$ cat src/rtl/hmmm_control.sv
// Microcoded step sequencer for the Hmmm CPU: fetch T0/T1, execute T2..T4.
// Strobes are decoded combinationally from the current step and ir_data.
module hmmm_control (
  input  logic        clk,
  input  logic        rst,
  input  logic [15:0] ir_data,
  input  logic [15:0] bus,
  output logic        mar_in,
  output logic        mdr_in,
  output logic        mdr_out,
  output logic        pc_out,
  output logic        pc_jump,
  output logic        pc_increment,
  output logic        tmp0_in,
  output logic        tmp1_in,
  output logic        tmp0_out,
  output logic        tmp1_out,
  output logic        alu_out,
  output logic [2:0]  alu_op,
  output logic [3:0]  reg_sel,
  output logic        reg_in,
  output logic        reg_out,
  output logic        ir_in,
  output logic        ir_out,
  output logic        in_out,
  output logic        out_in,
  output logic        halt
);

  typedef enum logic [2:0] {
    T0, T1, T2, T3, T4, HALT
  } state_t;

  state_t state, state_nx;
  logic   take, cond;

  logic [3:0] op, x, y, z;
  logic       is_halt, is_len3, is_len5, is_mem_r;

  assign op = ir_data[15:12];
  assign x  = ir_data[11:8];
  assign y  = ir_data[7:4];
  assign z  = ir_data[3:0];

  assign is_halt  = (ir_data == 16'h0000);
  assign is_mem_r = (z == 4'd0) || (z == 4'd1);
  assign is_len3  = (op == 4'd0) || (op == 4'd1) ||
                    ((op == 4'd4) && !is_mem_r);
  assign is_len5  = (op >= 4'd5) && (op <= 4'd10);

  // Branch sense from the low opcode bits of 11xx
  always_comb begin
    cond = 1'b0;
    unique case (op[1:0])
      2'b00: cond = (bus == 16'h0000);
      2'b01: cond = (bus != 16'h0000);
      2'b10: cond = !bus[15] && (bus != 16'h0000);
      2'b11: cond = bus[15];
      default: cond = 1'b0;
    endcase
  end

  always_ff @(posedge clk) begin
    if (rst) begin
      state <= T0;
      take  <= 1'b0;
    end else begin
      state <= state_nx;
      if (state == T2)
        take <= cond;
    end
  end

  always_comb begin
    state_nx = state;
    unique case (state)
      T0: state_nx = T1;
      T1: state_nx = T2;
      T2: begin
        if (is_halt)      state_nx = HALT;
        else if (is_len3) state_nx = T0;
        else              state_nx = T3;
      end
      T3:   state_nx = is_len5 ? T4 : T0;
      T4:   state_nx = T0;
      HALT: state_nx = HALT;
      default: state_nx = T0;
    endcase
  end

  always_comb begin
    mar_in       = 1'b0;
    mdr_in       = 1'b0;
    mdr_out      = 1'b0;
    pc_out       = 1'b0;
    pc_jump      = 1'b0;
    pc_increment = 1'b0;
    tmp0_in      = 1'b0;
    tmp1_in      = 1'b0;
    tmp0_out     = 1'b0;
    tmp1_out     = 1'b0;
    alu_out      = 1'b0;
    alu_op       = 3'd0;
    reg_sel      = 4'd0;
    reg_in       = 1'b0;
    reg_out      = 1'b0;
    ir_in        = 1'b0;
    ir_out       = 1'b0;
    in_out       = 1'b0;
    out_in       = 1'b0;
    halt         = 1'b0;
    if (!rst) begin
      unique case (state)
        T0: begin
          pc_out = 1'b1;
          mar_in = 1'b1;
        end
        T1: begin
          mdr_out      = 1'b1;
          ir_in        = 1'b1;
          pc_increment = 1'b1;
        end
        T2: begin
          unique case (op)
            4'd0: begin
              unique case (ir_data[7:0])
                8'h01: begin
                  in_out  = 1'b1;
                  reg_in  = 1'b1;
                  reg_sel = x;
                end
                8'h02: begin
                  reg_out = 1'b1;
                  out_in  = 1'b1;
                  reg_sel = x;
                end
                8'h03: begin
                  reg_out = 1'b1;
                  pc_jump = 1'b1;
                  reg_sel = x;
                end
                default: ;
              endcase
            end
            4'd1: begin
              ir_out  = 1'b1;
              reg_in  = 1'b1;
              reg_sel = x;
            end
            4'd2, 4'd3: begin
              ir_out = 1'b1;
              mar_in = 1'b1;
            end
            4'd4: begin
              if (is_mem_r) begin
                reg_out = 1'b1;
                mar_in  = 1'b1;
                reg_sel = y;
              end
            end
            4'd5: begin
              reg_out = 1'b1;
              tmp0_in = 1'b1;
              reg_sel = x;
            end
            4'd6, 4'd7, 4'd8, 4'd9, 4'd10: begin
              reg_out = 1'b1;
              tmp0_in = 1'b1;
              reg_sel = y;
            end
            4'd11: begin
              pc_out  = 1'b1;
              reg_in  = 1'b1;
              reg_sel = x;
            end
            default: begin
              reg_out = 1'b1;
              reg_sel = x;
            end
          endcase
        end
        T3: begin
          unique case (op)
            4'd2: begin
              mdr_out = 1'b1;
              reg_in  = 1'b1;
              reg_sel = x;
            end
            4'd3: begin
              reg_out = 1'b1;
              mdr_in  = 1'b1;
              reg_sel = x;
            end
            4'd4: begin
              if (z == 4'd0) begin
                mdr_out = 1'b1;
                reg_in  = 1'b1;
                reg_sel = x;
              end else if (z == 4'd1) begin
                reg_out = 1'b1;
                mdr_in  = 1'b1;
                reg_sel = x;
              end
            end
            4'd5: begin
              ir_out  = 1'b1;
              tmp1_in = 1'b1;
            end
            4'd6, 4'd7, 4'd8, 4'd9, 4'd10: begin
              reg_out = 1'b1;
              tmp1_in = 1'b1;
              reg_sel = z;
            end
            4'd11: begin
              ir_out  = 1'b1;
              pc_jump = 1'b1;
            end
            4'd12, 4'd13, 4'd14, 4'd15: begin
              ir_out  = take;
              pc_jump = take;
            end
            default: ;
          endcase
        end
        T4: begin
          if (is_len5) begin
            alu_out = 1'b1;
            reg_in  = 1'b1;
            reg_sel = x;
            // addn shares the add slot; ALU ops start at opcode 6
            if (op != 4'd5)
              alu_op = 3'(op - 4'd6);
          end
        end
        HALT: halt = 1'b1;
        default: ;
      endcase
    end
  end

endmodule

$ cat config.mk
export PLATFORM = sky130hd
export DESIGN_NAME = hmmm_control
export DESIGN_NICKNAME = d
export VERILOG_FILES = /design/src/rtl/hmmm_control.sv
export SDC_FILE = /design/constraint.sdc
export NUM_CORES = 1
export LEC_CHECK = 0
export CORE_MARGIN = 1.5
export CORE_UTILIZATION = 36
export DETAILED_ROUTE_END_ITERATION = 6
export HOLD_SLACK_MARGIN = 0.1
export PLACE_DENSITY = 0.81
export SYNTH_ARGS = -nofsm -noshare
export SYNTH_HDL_FRONTEND = slang
export SYNTH_SLANG_ARGS = --single-unit
$ cat constraint.sdc
create_clock -name clk -period 2.38 [get_ports clk]
set_input_delay 0.476 -clock clk [delete_from_list [all_inputs] [get_ports clk]]
set_output_delay 0.476 -clock clk [all_outputs]
set_load 0.01 [all_outputs]
### Power grid, run 1

Drawn at 10 px/um. Pins as bars on the die edge. Tap cells in gray.
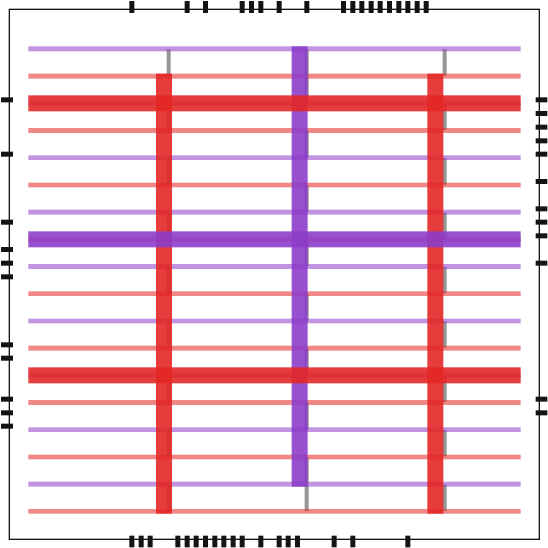
- VDD: purple
- VSS: red
- signal pins: 59
- rows: 17
- met5 straps: 3
- met4 straps: 3
maximum vdd ir drop: 0.3158 mV
Die Span Y: 52.85 um
floorplan die width: 52.85 um

### Placed cells, one color a class, run 1

Drawn at 10 px/um. Fill, decap, tap and diode cells in gray.
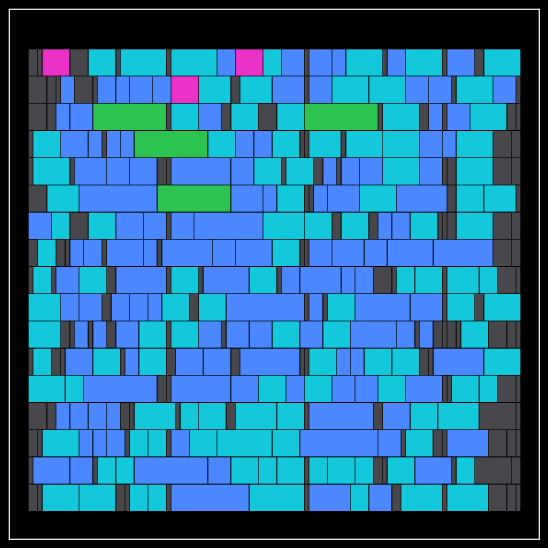
- clock drivers: magenta (cells 3; share of their area 1.2%)
- other buffers and delay cells: cyan (cells 109; share of their area 45%)
- combinational and other logic: blue (cells 125; share of their area 49%)
- flops: green (cells 4; share of their area 4.1%)
Final Core Density: 86.64%
sequential share of cell area: 4.061%

### Clock wires, drivers and flops, run 1

Drawn at 8 px/um.
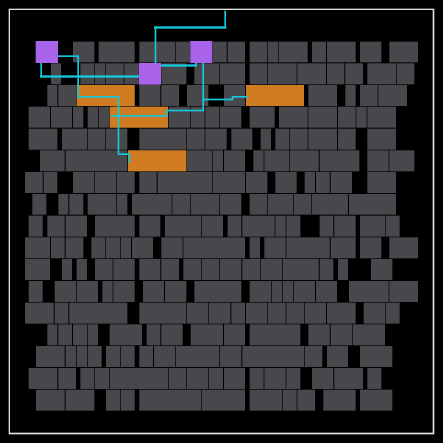
- flip-flops: orange (count 4)
- clock wires: cyan (length 90.4 um)
- clock drivers: purple (count 3)
- routed clock nets: 4
worst setup skew after layout: 0.002679 ns
clock share of power: 17.7%
total clock network power: 0.0895 mW

==> results.txt, run 1 <==
State of the implementation.

- The run finished, with violations left.
- The checks that failed: setup timing.
- Counting the fill cells in the layout gives about 130.
- The synthesis report lists the Yosys warning total as 0.
- For this run, the detailed router reports a per-instance via density of around 6.0.
- As logged by OpenROAD, the buffers inserted on ports number 56.
- The AND-OR/OR-AND share of the synthesized area is 30.77%, for reference.
- Counting endpoints that fail hold in the final report gives 0.
- The total met3 wirelength after detailed routing is approximately 450 um, for reference.
- The final worst-path setup slack is -0.1606 ns, for reference.
- Compared with the post-synthesis result, the final layout area differs by 120.4%.
- The launching element of the worst setup path is ir_data[5], for reference.
- The length of the first detailed-routing pass in iterations is 5, for reference.
- The tool flagged a number of max-cap violations equal to 0.
- The cell area power density is 256.2 mW/mm2, for reference.
- The class of the tightest hold or removal check is reg2reg, for reference.
- The multi-input logic portion of the cell area is 47.14%, for reference.
- STA lists the endpoint of the worst register-to-register path as state[0].
- The routing usage on met2 is 62.29%, for reference.
- The launch point of the worst register-to-register path is recorded as state[1].
- The first-pass GRT wire length is 7065 um, for reference.
- According to the floorplan log, the row count is 17.
- The TritonCTS clock tree is yes, for reference.
- The global routing stage identified its most utilized layer as met2.
- The inverter tally of the final layout excluding the clock network is 7, for reference.
- The sequential standard cell area is 80.08 um2, for reference.
- The worst reg2reg path depth is 7, for reference.
- In the finished layout, the clock tree contains a buffer count of 3.
- The fraction of final layout cells sized beyond drive strength 1 is 47.72%, for reference.
- Buffers outside the clock tree occupy 44.54% of the routed design's cell area.
- Entering global routing, the biggest net connects 15 pins.
- In the post-synthesis netlist, the biggest area contributors are sky130_fd_sc_hd__dfxtp_1, sky130_fd_sc_hd__nor2_1, sky130_fd_sc_hd__o21ai_0.
- The worst setup path endpoint is reg_in, for reference.
- The total area of multi-input combinational cells is just over 900 um2, for reference.
- The number of synthesized register bits is 4, for reference.
- The net count of the finished layout is 277.
- The number of I/O pins is 59, for reference.
- The antenna cell count is 0, for reference.
- The most used flip-flop cell is sky130_fd_sc_hd__dfxtp_1, for reference.
- The number of hold buffers added after CTS was 0.
- The count of plain and timing-repair buffers in the layout is roughly 110, for reference.
- The xor/xnor share of the synthesized area is 0.9790%, for reference.
- The fraction of met1 tracks used by global routing is 38.78%, for reference.
- The tightest slew margin relative to the limit is about 63%, for reference.
- Ranked by instance count, the synthesized netlist is headed by sky130_fd_sc_hd__nor2_1, sky130_fd_sc_hd__nand2_1, sky130_fd_sc_hd__o21ai_0.
- The placement stage leaves a total instance area of about 0.0018 mm2.
- The cell count listed in synth_stat.txt is approximately 140, for reference.
- The area of all placed cells without fillers is 0.001972 mm2, for reference.
- The via total after detailed routing is between 1500 and 2000, for reference.
- The maximum clock frequency is 0.3936 GHz, for reference.
- Per the OpenROAD power report, leakage power amounts to 0.8990 nW.
- The netlist uses 47 different library cells.
- The count of unresolved DRC violations after routing is 0, for reference.
- The worst setup path is of the in2out kind.
- The script logs the mean routed wire length per placed instance as 19.02 um.
- The area-dominant cell class after layout is combinational gates, for reference.
- The hold path depth is 2, for reference.
- The number of clock buffers inserted by TritonCTS is 3, for reference.
- The final weighted congestion in routability-driven placement is 0.9078, for reference.
- Setup total negative slack on the finished layout was measured at -0.6446 ns.
- The met2 layer wire length in the routed design is 2484 um, for reference.
- By instance count after routing, the leading logic cell types are sky130_fd_sc_hd__buf_4, sky130_fd_sc_hd__clkdlybuf4s50_1, sky130_fd_sc_hd__buf_2.
- The worst setup path is launched from a primary input.
- Summed over all layers, the routed wires come to a little over 5000 um.
- The insertion delay of the later-clocked pin in the worst-skew pair is 0.24 ns, for reference.
- The count of non-filler cells in the finished layout is about 270, for reference.
- The count of pins over their slew limit is 0, for reference.
- Counting every sink on the clock net gives 4.
- The worst path required time is 1.90 ns, for reference.
- The stat command in Yosys gives a chip area of 894.6 um2.
- The initial core utilization is 39.31%, for reference.
- Hold timing on the final database bottoms out at a slack of 0.5032 ns.
- The largest fanout on the critical path is 2, for reference.
- The adder-cell area share of the yosys netlist is 0%, for reference.
- The timing report gives the clock slew at the launch and capture registers of the worst setup and hold paths as 0.04 ns.
- The count of inserted tapcells is 28, for reference.
- For the finished layout, the period the worst path requires is 2.541 ns.
- The total power of the final layout is 0.5053 mW, for reference.
- The instance tally after logic synthesis is 140, for reference.
- In this run the top signal layer used is met4.
- The core region area is 0.002276 mm2, for reference.
- The share of synthesized area spent on multiplexers is ~1.1%, for reference.
- The final timing report counts setup violations totalling 8.
- The post-synth tally of flip-flops with integrated enable is 0, for reference.
- In this run the number of H-tree levels came out at 1.
- The top-area cell type share of the netlist area is 8.951%, for reference.
- The synthesized area is 894.6 um2, for reference.
- The length of routed wiring on met1 is 1895 um, for reference.
- The critical path capture point type is an output pin, for reference.
- After synthesis, the largest family of logic cells by area is simple AND/OR/NAND/NOR gates.
- The leading area contributor after synthesis is sky130_fd_sc_hd__dfxtp_1, for reference.
- The transition at the pin with the smallest max-transition slack is 0.5470 ns, for reference.
- The fraction of the cycle the final worst path needs is 106.7%, for reference.
- In the finished design the tool counted flip-flops and latches totalling 4.
==> run 1: report_power, final <==
group	internal (mW)	switching, mW
Combinational	0.168	0.169
Clock	0.0568	0.0327
Sequential	0.0743	0.00404
==> run 1: flip-flops by register name, summed over array words and instances, names as in the netlist <==
name   flops
state      3
take       1
==> run 1: critical path, cell delays in order <==
cell	delay (ns)
sky130_fd_sc_hd__clkdlybuf4s15_2	0.22
sky130_fd_sc_hd__nor4_4	0.19
sky130_fd_sc_hd__buf_4	0.16
sky130_fd_sc_hd__a31oi_1	0.11
sky130_fd_sc_hd__or3_1	0.38
sky130_fd_sc_hd__a211oi_2	0.24
sky130_fd_sc_hd__a211o_1	0.16
sky130_fd_sc_hd__buf_2	0.12
### Signal wires by layer, run 1

Drawn at 10 px/um.
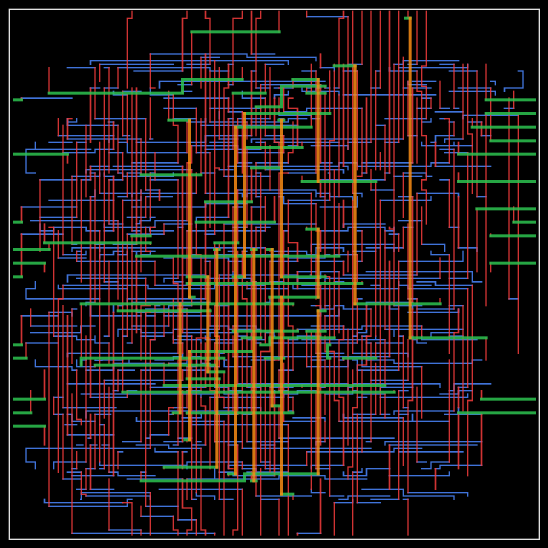

## Run 2: what changed since run 1
Settings changed: CORE_UTILIZATION 36 to 39, GPL_ROUTABILITY_DRIVEN from default to 0, PLACE_DENSITY 0.81 to 0.86.
Clock period 2.38 ns to 2.95 ns, I/O delays scaled along.
### Signal wires by layer, run 2

Drawn at 10 px/um.
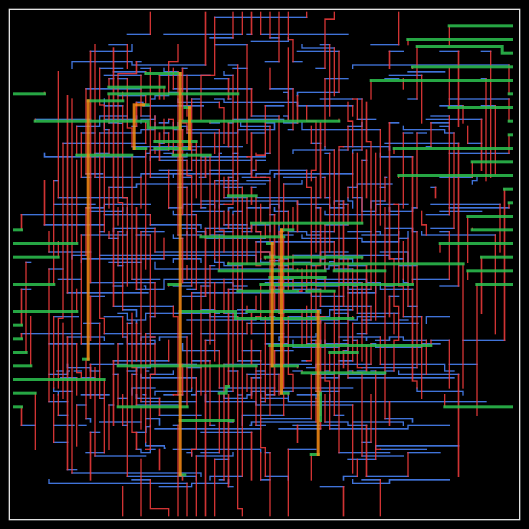
- metal 1: blue (wire length 1570 um)
- metal 2: red (wire length 2120 um)
- metal 4: orange (wire length 118 um)
- metal 3: green (wire length 424 um)
Post-Route WL: 4236 um
GR Util All Layers: 32.72%
Via Count: 1491

==> run 2 against run 1 <==
  * The run still ends with setup timing left
  * Area after synthesis is the same
  * Sequential share of layout area up 0.30 points
  * Non-clock buffer count down 14
  * Via count shrank 8.2%
  * Core utilization fell by 2.9 points
  * Largest cell class unchanged
==> results.txt, run 2 <==
State of the implementation.

- The dominant delay contributor by cell family on the critical path is buffers and inverters, for reference.
- The post-synth tally of flip-flops with integrated enable is 0 (unchanged), for reference.
- The CTS root buffer is sky130_fd_sc_hd__clkbuf_4, for reference.
- The reported max-cap violation count is 0 (unchanged).
- The dominant power group is combinational logic, for reference.
- The instance tally after logic synthesis came to 140 (unchanged).
- The worst hold-check slack is 0.4777 ns (-0.02557 ns), for reference.
- The synthesized area is 894.6 um2 (unchanged), for reference.
- Derived from the worst setup path, the maximum achievable clock frequency is approximately 0.33 GHz.
- STA lists the startpoint of the worst hold path as take.
- In the layout the commonest cells are sky130_fd_sc_hd__buf_4, sky130_fd_sc_hd__clkdlybuf4s50_1, sky130_fd_sc_hd__dlygate4sd2_1.
- The top-area cell type share of the netlist area was 8.951% (unchanged).
- The count of final hold-check violations is 0 (unchanged), for reference.
- The cell count listed in synth_stat.txt is 140 (unchanged), for reference.
- The net total in the final layout came to 263 (-5.1%).
- The number of port buffers is 56 (unchanged), for reference.
- The library cell contributing the largest single delay on the critical path is sky130_fd_sc_hd__clkdlybuf4s50_1, for reference.
- The final reports fail on setup timing.
- The length of routed wiring on met1 is 1570 um (-17%), for reference.
- The number of clock buffers inserted by TritonCTS came to 3 (unchanged).
- The floorplan die height was 50.90 um (-3.7%).
- The met2 layer wire length in the routed design came to 2124 um (-14%).
- In the post-synthesis netlist, the biggest area contributors are sky130_fd_sc_hd__dfxtp_1, sky130_fd_sc_hd__nor2_1, sky130_fd_sc_hd__o21ai_0.
- The proportion of total power due to net switching was 38.66% (-2.1 points).
- The cell type that accounts for the most area after synthesis is sky130_fd_sc_hd__dfxtp_1.
- The category of the most critical setup path is in2out, for reference.
- The largest net degree at the start of global routing was 13 (-2).
- The fraction of final layout cells sized beyond drive strength 1 is 34.36% (-13 points), for reference.
- The transition at the pin with the smallest max-transition slack is 0.7591 ns (+0.2122 ns), for reference.
- The fraction of the cycle the final worst path needs is 101.8%, for reference.
- The largest fanout on the critical path was 5 (+3).
- The cell occurring most often along the worst timing path is sky130_fd_sc_hd__clkdlybuf4s50_1, for reference.
- The final worst-path setup slack was -0.05286 ns (+0.1078 ns).
- The xor/xnor share of the synthesized area is 0.9790% (unchanged), for reference.
- The total sequential power is 0.0657 mW (-16%), for reference.
- Compared with the post-synthesis result, the final layout area differs by 105.2%.
- The adder-cell area share of the yosys netlist came to 0% (unchanged).
- The initial core utilization is 40.83% (+1.5 points), for reference.
- The final timing report derives a shortest allowable period of 3.003 ns.
- The core region area is 0.002191 mm2 (-3.7%), for reference.
- The clock power share is 18.8% (+1.1 points).
- The share of synthesized area spent on multiplexers was 1.119% (unchanged).
- The buffer-and-inverter tally for the worst setup path is 2 (-1), for reference.
- The total met3 wirelength after detailed routing is 423 um (-6.6%), for reference.
- The leakage component of the power is 0.7879 nW (-12%), for reference.
- The count of pins over their slew limit was 0 (unchanged).
- The register with the most flip-flops is state, for reference.
- The setup TNS is -0.05286 ns (+0.5917 ns), for reference.
- The worst clock skew was 0.006635 ns (+0.003957 ns).
- The placed cell area is 0.001680 mm2 (-5.1%), for reference.
- After synthesis, the largest family of logic cells by area is simple AND/OR/NAND/NOR gates.
- The first-pass GRT wire length is 6458 um (-8.6%), for reference.
- The AND-OR/OR-AND share of the synthesized area is 30.77% (unchanged), for reference.
- The TritonCTS clock tree is yes, for reference.
- The critical path capture point type is an output pin, for reference.
- The number of sinks on the clock net came to 4 (unchanged).
- The share of power burned in registers was 17.2% (+1.7 points).
- The detailed-route vias per instance is 5.847 (-3.2%).
- The cell area power density is 207.6 mW/mm2 (-19%), for reference.
- The class of the tightest hold or removal check is reg2reg, for reference.
- The total power of the final layout is 0.3811 mW (-25%), for reference.
- The post-synthesis cell type count is 47 (unchanged), for reference.
- The die boundary width came to 50.90 um (-3.7%).
- The insertion delay of the later-clocked pin in the worst-skew pair was 0.25 ns (about the same).
- STA classifies the critical path startpoint as a primary input.
- The number of synthesized register bits came to 4 (unchanged).
- The highest cell delay on the worst timing path came to 0.57 ns (+0.19 ns).
- The internal power is 0.2338 mW (-22%), for reference.
- The switching power total is 0.1473 mW (-28%), for reference.
- The tightest slew margin relative to the limit came to 48.75% (-14 points).
- The yosys-reported design area after synthesis came to 894.6 um2 (unchanged).
- The clock transition at the registers of the reported paths came to 0.04 ns (about the same).
- The count of non-filler cells in the finished layout was 255 (-5.2%).
- The peak ir drop on the vdd network is 0.3459 mV (+9.5%), for reference.
- The setup-violating endpoint count in the final report was 1 (-7).
- In this run the worst setup path begins at ir_data[0].
- The count of unresolved DRC violations after routing is 0 (unchanged), for reference.
- The count of hold buffers inserted by post-cts repair came to 0 (unchanged).
- The report lists the cells along the critical path as clkdlybuf4s50_1 -> nor4_2 -> a31oi_1 -> a21oi_1 -> clkdlybuf4s50_1.
- The commonest cells after synthesis are sky130_fd_sc_hd__nor2_1, sky130_fd_sc_hd__nand2_1, sky130_fd_sc_hd__o21ai_0.
- The total combinational power came to 0.244 mW (-28%).
- The antenna cell count came to 0 (unchanged).
- The routing usage on met2 was 57.46% (-4.8 points).
- In this run the top signal layer used is met4.
- The number of I/O pins is 59 (unchanged), for reference.
- The flip-flop count of the largest register, all copies and words added came to 3 (unchanged).
- The flow ran to the end, but the final reports show violations.
- The worst path required time is 2.36 ns (+0.46 ns).
- The clock network power was 0.0715 mW (-20%).
- The placement row count is 17 (unchanged).
- The area of all placed cells without fillers was 0.001836 mm2 (-6.9%).
- The count of H-tree levels built during CTS is 1 (unchanged), for reference.
- The most used flip-flop cell is sky130_fd_sc_hd__dfxtp_1, for reference.
- The largest registers in the layout are state (3), take (1).
### Track usage over the die, run 2

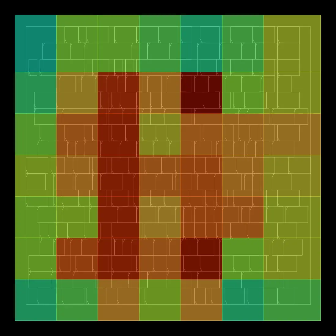
Routed WL per cell: 16.61 um
most used routing layer in global routing: met2
met3 usage in global routing: 9.357%
met1 usage in global routing: 37.28%
Final Core Density: 83.78%

[run 2: cell counts after synthesis]
No cell type changed its count.
[run 2: cell type report]
type | count | area, um2
Timing Repair Buffer | 95 | 825.8
Inverter | 7 | 26.28
Tap cell | 28 | 35.03
Multi-Input combinational cell | 118 | 845.8
Clock buffer | 3 | 22.52
Fill cell | 136 | 355.3
Sequential cell | 4 | 80.08
[run 2: final timing paths]
check                  end  slack [ns]  cells after the start
hold / removal        take        0.48                      2
hold reg to reg       take        0.48                      2
setup / recovery   mdr_out       -0.05                      5
setup reg to reg  state[0]        1.30                      7
[run 2: kinds of logic (layout without fill, tap and decap cells)]
family                    Yosys count  count (layout)
AOI/OAI and AO/OA                  41              41
other                               1               2
DFF                                 4               4
xor gates and xnor gates            1               1
muxes                               1               1
buffers and inverters              19             105
and+or+nand+nor                    73              73
Power figures rest on the tool's default switching activity, not on a simulated workload.
